## config.mk

```make
export PLATFORM = sky130hd
export DESIGN_NAME = enemy_respawn_scheduler_flat
export DESIGN_NICKNAME = d
export VERILOG_FILES = /design/src/rtl/enemy_respawn_scheduler_if.sv /design/src/rtl/enemy_respawn_scheduler.sv /design/src/flat_wrapper.sv
export SDC_FILE = /design/constraint.sdc
export NUM_CORES = 1
export LEC_CHECK = 0
export ABC_AREA = 1
export CAP_MARGIN = 30
export CORE_MARGIN = 3
export CORE_UTILIZATION = 38
export CTS_BUF_LIST = sky130_fd_sc_hd__clkbuf_2 sky130_fd_sc_hd__clkbuf_4 sky130_fd_sc_hd__clkbuf_8
export CTS_CLUSTER_SIZE = 30
export DETAILED_ROUTE_END_ITERATION = 10
export SYNTH_ARGS = -nofsm -noshare
export SYNTH_HDL_FRONTEND = slang
export SYNTH_SLANG_ARGS = --single-unit
```

## constraint.sdc

```tcl
create_clock -name clk25 -period 2.4 [get_ports clk25]
set_clock_uncertainty 0.2 [all_clocks]
set_input_delay 0.72 -clock clk25 [delete_from_list [all_inputs] [get_ports clk25]]
set_output_delay 0.72 -clock clk25 [all_outputs]
set_load 0.02 [all_outputs]
```

## src/rtl/enemy_respawn_scheduler_if.sv

```systemverilog
// Bus between the enemy alive datapath and the group respawn scheduler.
interface enemy_respawn_scheduler_if #(
   parameter int ENEMY_COUNT = 23
);
   logic                   frame_tick;
   logic                   game_active;
   logic [ENEMY_COUNT-1:0] enemy_alive;
   logic                   reset_fly;
   logic                   reset_spider;
   logic                   reset_mosquito;
   logic [7:0]             wave_count;
   logic [15:0]            kill_count;

   modport master (
      output frame_tick, game_active, enemy_alive,
      input  reset_fly, reset_spider, reset_mosquito, wave_count, kill_count
   );

   modport slave (
      input  frame_tick, game_active, enemy_alive,
      output reset_fly, reset_spider, reset_mosquito, wave_count, kill_count
   );
endinterface

```

## src/rtl/enemy_respawn_scheduler.sv

```systemverilog
// Group respawn scheduler: wipe-out detection, per-group frame delay, fixed-priority
// respawn pulse arbiter and wave counter. Define KILL_COUNT_EN to build the kill counter.
//
// state | meaning
// ALIVE | group has a live member; watching for wipe-out
// WAIT  | group wiped out; counting frames down to respawn
// READY | requesting a respawn pulse from the arbiter
// GUARD | pulse issued; masking stale alive bits for 2 cycles
module enemy_respawn_scheduler #(
   parameter int ENEMY_COUNT  = 23,
   parameter int FLY_LAST     = 16,
   parameter int SPIDER_LAST  = 20,
   parameter int FLY_DELAY    = 60,
   parameter int SPIDER_DELAY = 90,
   parameter int MOSQ_DELAY   = 120,
   parameter int DELAY_W      = 8
) (
   input logic                      clk25,
   input logic                      rst_n,
   enemy_respawn_scheduler_if.slave bus
);
   localparam int N_GRP = 3;

   typedef enum logic [1:0] {ST_ALIVE, ST_WAIT, ST_READY, ST_GUARD} state_e;
   typedef logic [DELAY_W-1:0] cnt_t;

   function automatic cnt_t grp_delay(input int g);
      case (g)
         0:       return cnt_t'(FLY_DELAY);
         1:       return cnt_t'(SPIDER_DELAY);
         default: return cnt_t'(MOSQ_DELAY);
      endcase
   endfunction

   state_e           state_q [N_GRP];
   state_e           state_d [N_GRP];
   cnt_t             cnt_q   [N_GRP];
   cnt_t             cnt_d   [N_GRP];
   logic [1:0]       guard_q [N_GRP];
   logic [1:0]       guard_d [N_GRP];
   logic [N_GRP-1:0] grp_dead;
   logic [N_GRP-1:0] req;
   logic [N_GRP-1:0] grant;
   logic [N_GRP-1:0] pulse_q;
   logic [N_GRP-1:0] pulse_d;
   logic [7:0]       wave_q;
   logic [7:0]       wave_d;

   assign grp_dead[0] = ~|bus.enemy_alive[FLY_LAST:0];
   assign grp_dead[1] = ~|bus.enemy_alive[SPIDER_LAST:FLY_LAST+1];
   assign grp_dead[2] = ~|bus.enemy_alive[ENEMY_COUNT-1:SPIDER_LAST+1];

   always_comb begin
      req = '0;
      for (int g = 0; g < N_GRP; g++) begin
         req[g] = bus.game_active && (state_q[g] == ST_READY);
      end
   end

   // fly > spider > mosquito
   assign grant[0] = req[0];
   assign grant[1] = req[1] & ~req[0];
   assign grant[2] = req[2] & ~req[1] & ~req[0];

   always_comb begin
      for (int g = 0; g < N_GRP; g++) begin
         state_d[g] = state_q[g];
         cnt_d[g]   = cnt_q[g];
         guard_d[g] = guard_q[g];
         if (bus.game_active) begin
            case (state_q[g])
               ST_ALIVE: begin
                  if (grp_dead[g]) begin
                     if (grp_delay(g) == '0) begin
                        state_d[g] = ST_READY;
                     end else begin
                        cnt_d[g]   = grp_delay(g);
                        state_d[g] = ST_WAIT;
                     end
                  end
               end
               ST_WAIT: begin
                  if (!grp_dead[g]) begin
                     state_d[g] = ST_ALIVE;
                  end else if (bus.frame_tick) begin
                     if (cnt_q[g] == cnt_t'(1)) begin
                        state_d[g] = ST_READY;
                     end else begin
                        cnt_d[g] = cnt_q[g] - cnt_t'(1);
                     end
                  end
               end
               ST_READY: begin
                  if (grant[g]) begin
                     state_d[g] = ST_GUARD;
                     guard_d[g] = 2'd2;
                  end
               end
               ST_GUARD: begin
                  // the alive controller's registered output trails our pulse by a cycle
                  if (guard_q[g] == 2'd1) begin
                     state_d[g] = ST_ALIVE;
                  end else begin
                     guard_d[g] = guard_q[g] - 2'd1;
                  end
               end
               default: state_d[g] = ST_ALIVE;
            endcase
         end
      end
   end

   always_comb begin
      pulse_d = grant;
      wave_d  = wave_q;
      if ((|grant) && (wave_q != 8'hFF)) begin
         wave_d = wave_q + 8'd1;
      end
   end

   always_ff @(posedge clk25 or negedge rst_n) begin
      if (!rst_n) begin
         for (int g = 0; g < N_GRP; g++) begin
            state_q[g] <= ST_GUARD;
            cnt_q[g]   <= '0;
            guard_q[g] <= 2'd2;
         end
         pulse_q <= '0;
         wave_q  <= '0;
      end else begin
         for (int g = 0; g < N_GRP; g++) begin
            state_q[g] <= state_d[g];
            cnt_q[g]   <= cnt_d[g];
            guard_q[g] <= guard_d[g];
         end
         pulse_q <= pulse_d;
         wave_q  <= wave_d;
      end
   end

   assign bus.reset_fly      = pulse_q[0];
   assign bus.reset_spider   = pulse_q[1];
   assign bus.reset_mosquito = pulse_q[2];
   assign bus.wave_count     = wave_q;

`ifdef KILL_COUNT_EN
   localparam int KW = $clog2(ENEMY_COUNT + 1);

   logic [ENEMY_COUNT-1:0] prev_alive_q;
   logic [ENEMY_COUNT-1:0] prev_alive_d;
   logic [15:0]            kill_q;
   logic [15:0]            kill_d;
   logic [KW-1:0]          kills_now;
   logic [16:0]            kill_sum;

   // only 1->0 transitions count; respawns are ignored
   always_comb begin
      kills_now = '0;
      for (int i = 0; i < ENEMY_COUNT; i++) begin
         kills_now = kills_now + KW'(prev_alive_q[i] & ~bus.enemy_alive[i]);
      end
      kill_sum     = {1'b0, kill_q} + 17'(kills_now);
      kill_d       = kill_sum[16] ? 16'hFFFF : kill_sum[15:0];
      prev_alive_d = bus.enemy_alive;
   end

   always_ff @(posedge clk25 or negedge rst_n) begin
      if (!rst_n) begin
         prev_alive_q <= '1;
         kill_q       <= '0;
      end else begin
         prev_alive_q <= prev_alive_d;
         kill_q       <= kill_d;
      end
   end

   assign bus.kill_count = kill_q;
`else
   assign bus.kill_count = '0;
`endif

endmodule

```

## src/flat_wrapper.sv

```systemverilog
// flat-port wrapper written by rule: the top's interface ports become plain ports
module enemy_respawn_scheduler_flat 
#(
   parameter int ENEMY_COUNT  = 23,
   parameter int FLY_LAST     = 16,
   parameter int SPIDER_LAST  = 20,
   parameter int FLY_DELAY    = 60,
   parameter int SPIDER_DELAY = 90,
   parameter int MOSQ_DELAY   = 120,
   parameter int DELAY_W      = 8
)
  (clk25, rst_n, bus_frame_tick, bus_game_active, bus_enemy_alive, bus_reset_fly, bus_reset_spider, bus_reset_mosquito, bus_wave_count, bus_kill_count);
  enemy_respawn_scheduler_if #(.ENEMY_COUNT(ENEMY_COUNT)) bus_i ();
  input logic clk25;
  input logic rst_n;
  input wire logic [$bits(bus_i.frame_tick)-1:0] bus_frame_tick;
  input wire logic [$bits(bus_i.game_active)-1:0] bus_game_active;
  input wire logic [$bits(bus_i.enemy_alive)-1:0] bus_enemy_alive;
  output wire logic [$bits(bus_i.reset_fly)-1:0] bus_reset_fly;
  output wire logic [$bits(bus_i.reset_spider)-1:0] bus_reset_spider;
  output wire logic [$bits(bus_i.reset_mosquito)-1:0] bus_reset_mosquito;
  output wire logic [$bits(bus_i.wave_count)-1:0] bus_wave_count;
  output wire logic [$bits(bus_i.kill_count)-1:0] bus_kill_count;
  assign bus_i.frame_tick = bus_frame_tick;
  assign bus_i.game_active = bus_game_active;
  assign bus_i.enemy_alive = bus_enemy_alive;
  assign bus_reset_fly = bus_i.reset_fly;
  assign bus_reset_spider = bus_i.reset_spider;
  assign bus_reset_mosquito = bus_i.reset_mosquito;
  assign bus_wave_count = bus_i.wave_count;
  assign bus_kill_count = bus_i.kill_count;
  enemy_respawn_scheduler #(.ENEMY_COUNT(ENEMY_COUNT), .FLY_LAST(FLY_LAST), .SPIDER_LAST(SPIDER_LAST), .FLY_DELAY(FLY_DELAY), .SPIDER_DELAY(SPIDER_DELAY), .MOSQ_DELAY(MOSQ_DELAY), .DELAY_W(DELAY_W)) u_core (.clk25(clk25), .rst_n(rst_n), .bus(bus_i));
endmodule
```

clk_routes.png
The bar under the picture is 20 µm long.
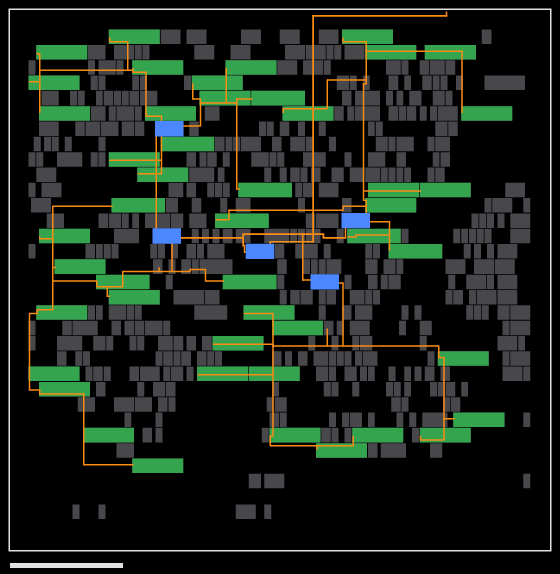
[orange] clock wires | length: 686 µm
[blue] clock drivers | count: 5
[green] flip-flops | count: 47
routed clock nets: 6
Clock Power: 0.000476 W
Late-Pin Clk Latency: 0.30 ns
clock share of power: 14.9%

logic_types.png
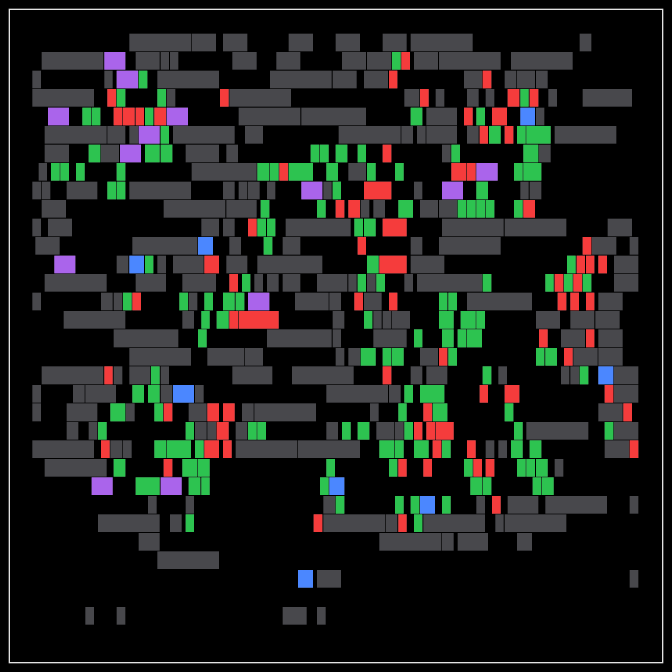
| colour | family | cells |
|---|---|---|
| blue | AND and OR gates | 8 |
| purple | XOR/XNOR gates | 13 |
| green | NAND gates | 139 |
| red | NOR gates | 76 |
Comb area share: 44.4%
Top cell excl fill/tap: nand2_1
Post-Layout Cell Count: 560

placement_by_type.png
The bar under the picture is 20 µm long.
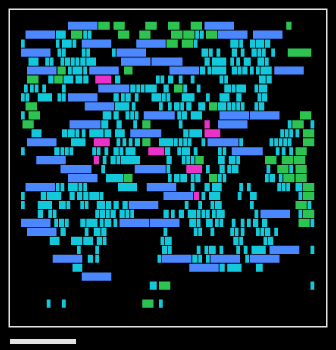
| colour | class | cells | share of their area |
|---|---|---|---|
| blue | flops | 47 | 34% |
| cyan | combinational and other logic | 355 | 51% |
| green | other buffers and delay cells | 48 | 13% |
| magenta | clock drivers and dummy loads | 8 | 2.4% |
row cnt: 32
final instance area: 0.00365 mm²
core area: 0.00777 mm²
sequential share of cell area: 32.5%

flops_by_reg.png
The bar under the picture is 20 µm long. Other sequential cells in the stronger grey, the rest of the logic in the fainter grey.
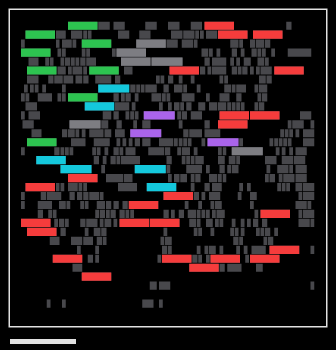
| colour | signal | flops |
|---|---|---|
| purple | `u_core.state_q` | 3 |
| cyan | `u_core.guard_q` | 6 |
| green | `u_core.bus.wave_count` | 8 |
| red | `u_core.cnt_q` | 24 |
seq pwr: 0.00133 W
Final Util: 47.0%
Reg area: 0.00119 mm²

==> flow_summary.toml <==
# synthesis and place-and-route metrics
[pwr]
dominant_power_group = "combinational cells"
p_leak_nw = 1.69
p_sw_w = 0.00137
combPwrFrac_pct = 43.7
p_sw_share_pct = 42.8

[sta]
hold_violations = 0
whs_ns = 0.174

[drt]
routed-wl-met3_um = 282
drt_iter0_drc = 105
drtPass1Iterations = 4
vias = 2574
route.met2.wl_um = 2670
wl_per_cell_um = 10.6

[worst_setup_path]
cp.required_ns = 1.48
critical_path_class = "reg -> out"
path_depth = 1
cp_top_family = "buffers and inverters"
start_kind = "flop"

[clocking]
clk_path_buf_depth = 2

[placed_design]
placed_cell_area_mm2 = 0.00357
dp_cells = 552

[synthesis]
ys_sh_xor_pct = 3.71
mux_share_pct = 0
synth.top_cells.by_count = "94 x nand2_1, 58 x nor2_1, 38 x dfrtp_1, 36 x inv_1, 27 x nand3_1"
ys_sh_adder_pct = 4.07
syn_area_per_cell_um2 = 7.54
synth.area.top_cells = "dfrtp_1 31%, nand2_1 11%, dfstp_2 7.7%"
edf_count = 0

[layout]
final-nonclk-buf-share_pct = 12.6
clock_tree_area_fraction_pct = 2.30
final-comb-area_mm2 = 0.00162
antennaDiodeCount = 0

[status]
status = "completed"

[floorplanning]
io_pins = 54

[global_routing]
gr-usage-met3_pct = 2.89
met1_usage_pct = 19.0
Power figures rest on the tool's default switching activity, not on a simulated workload.
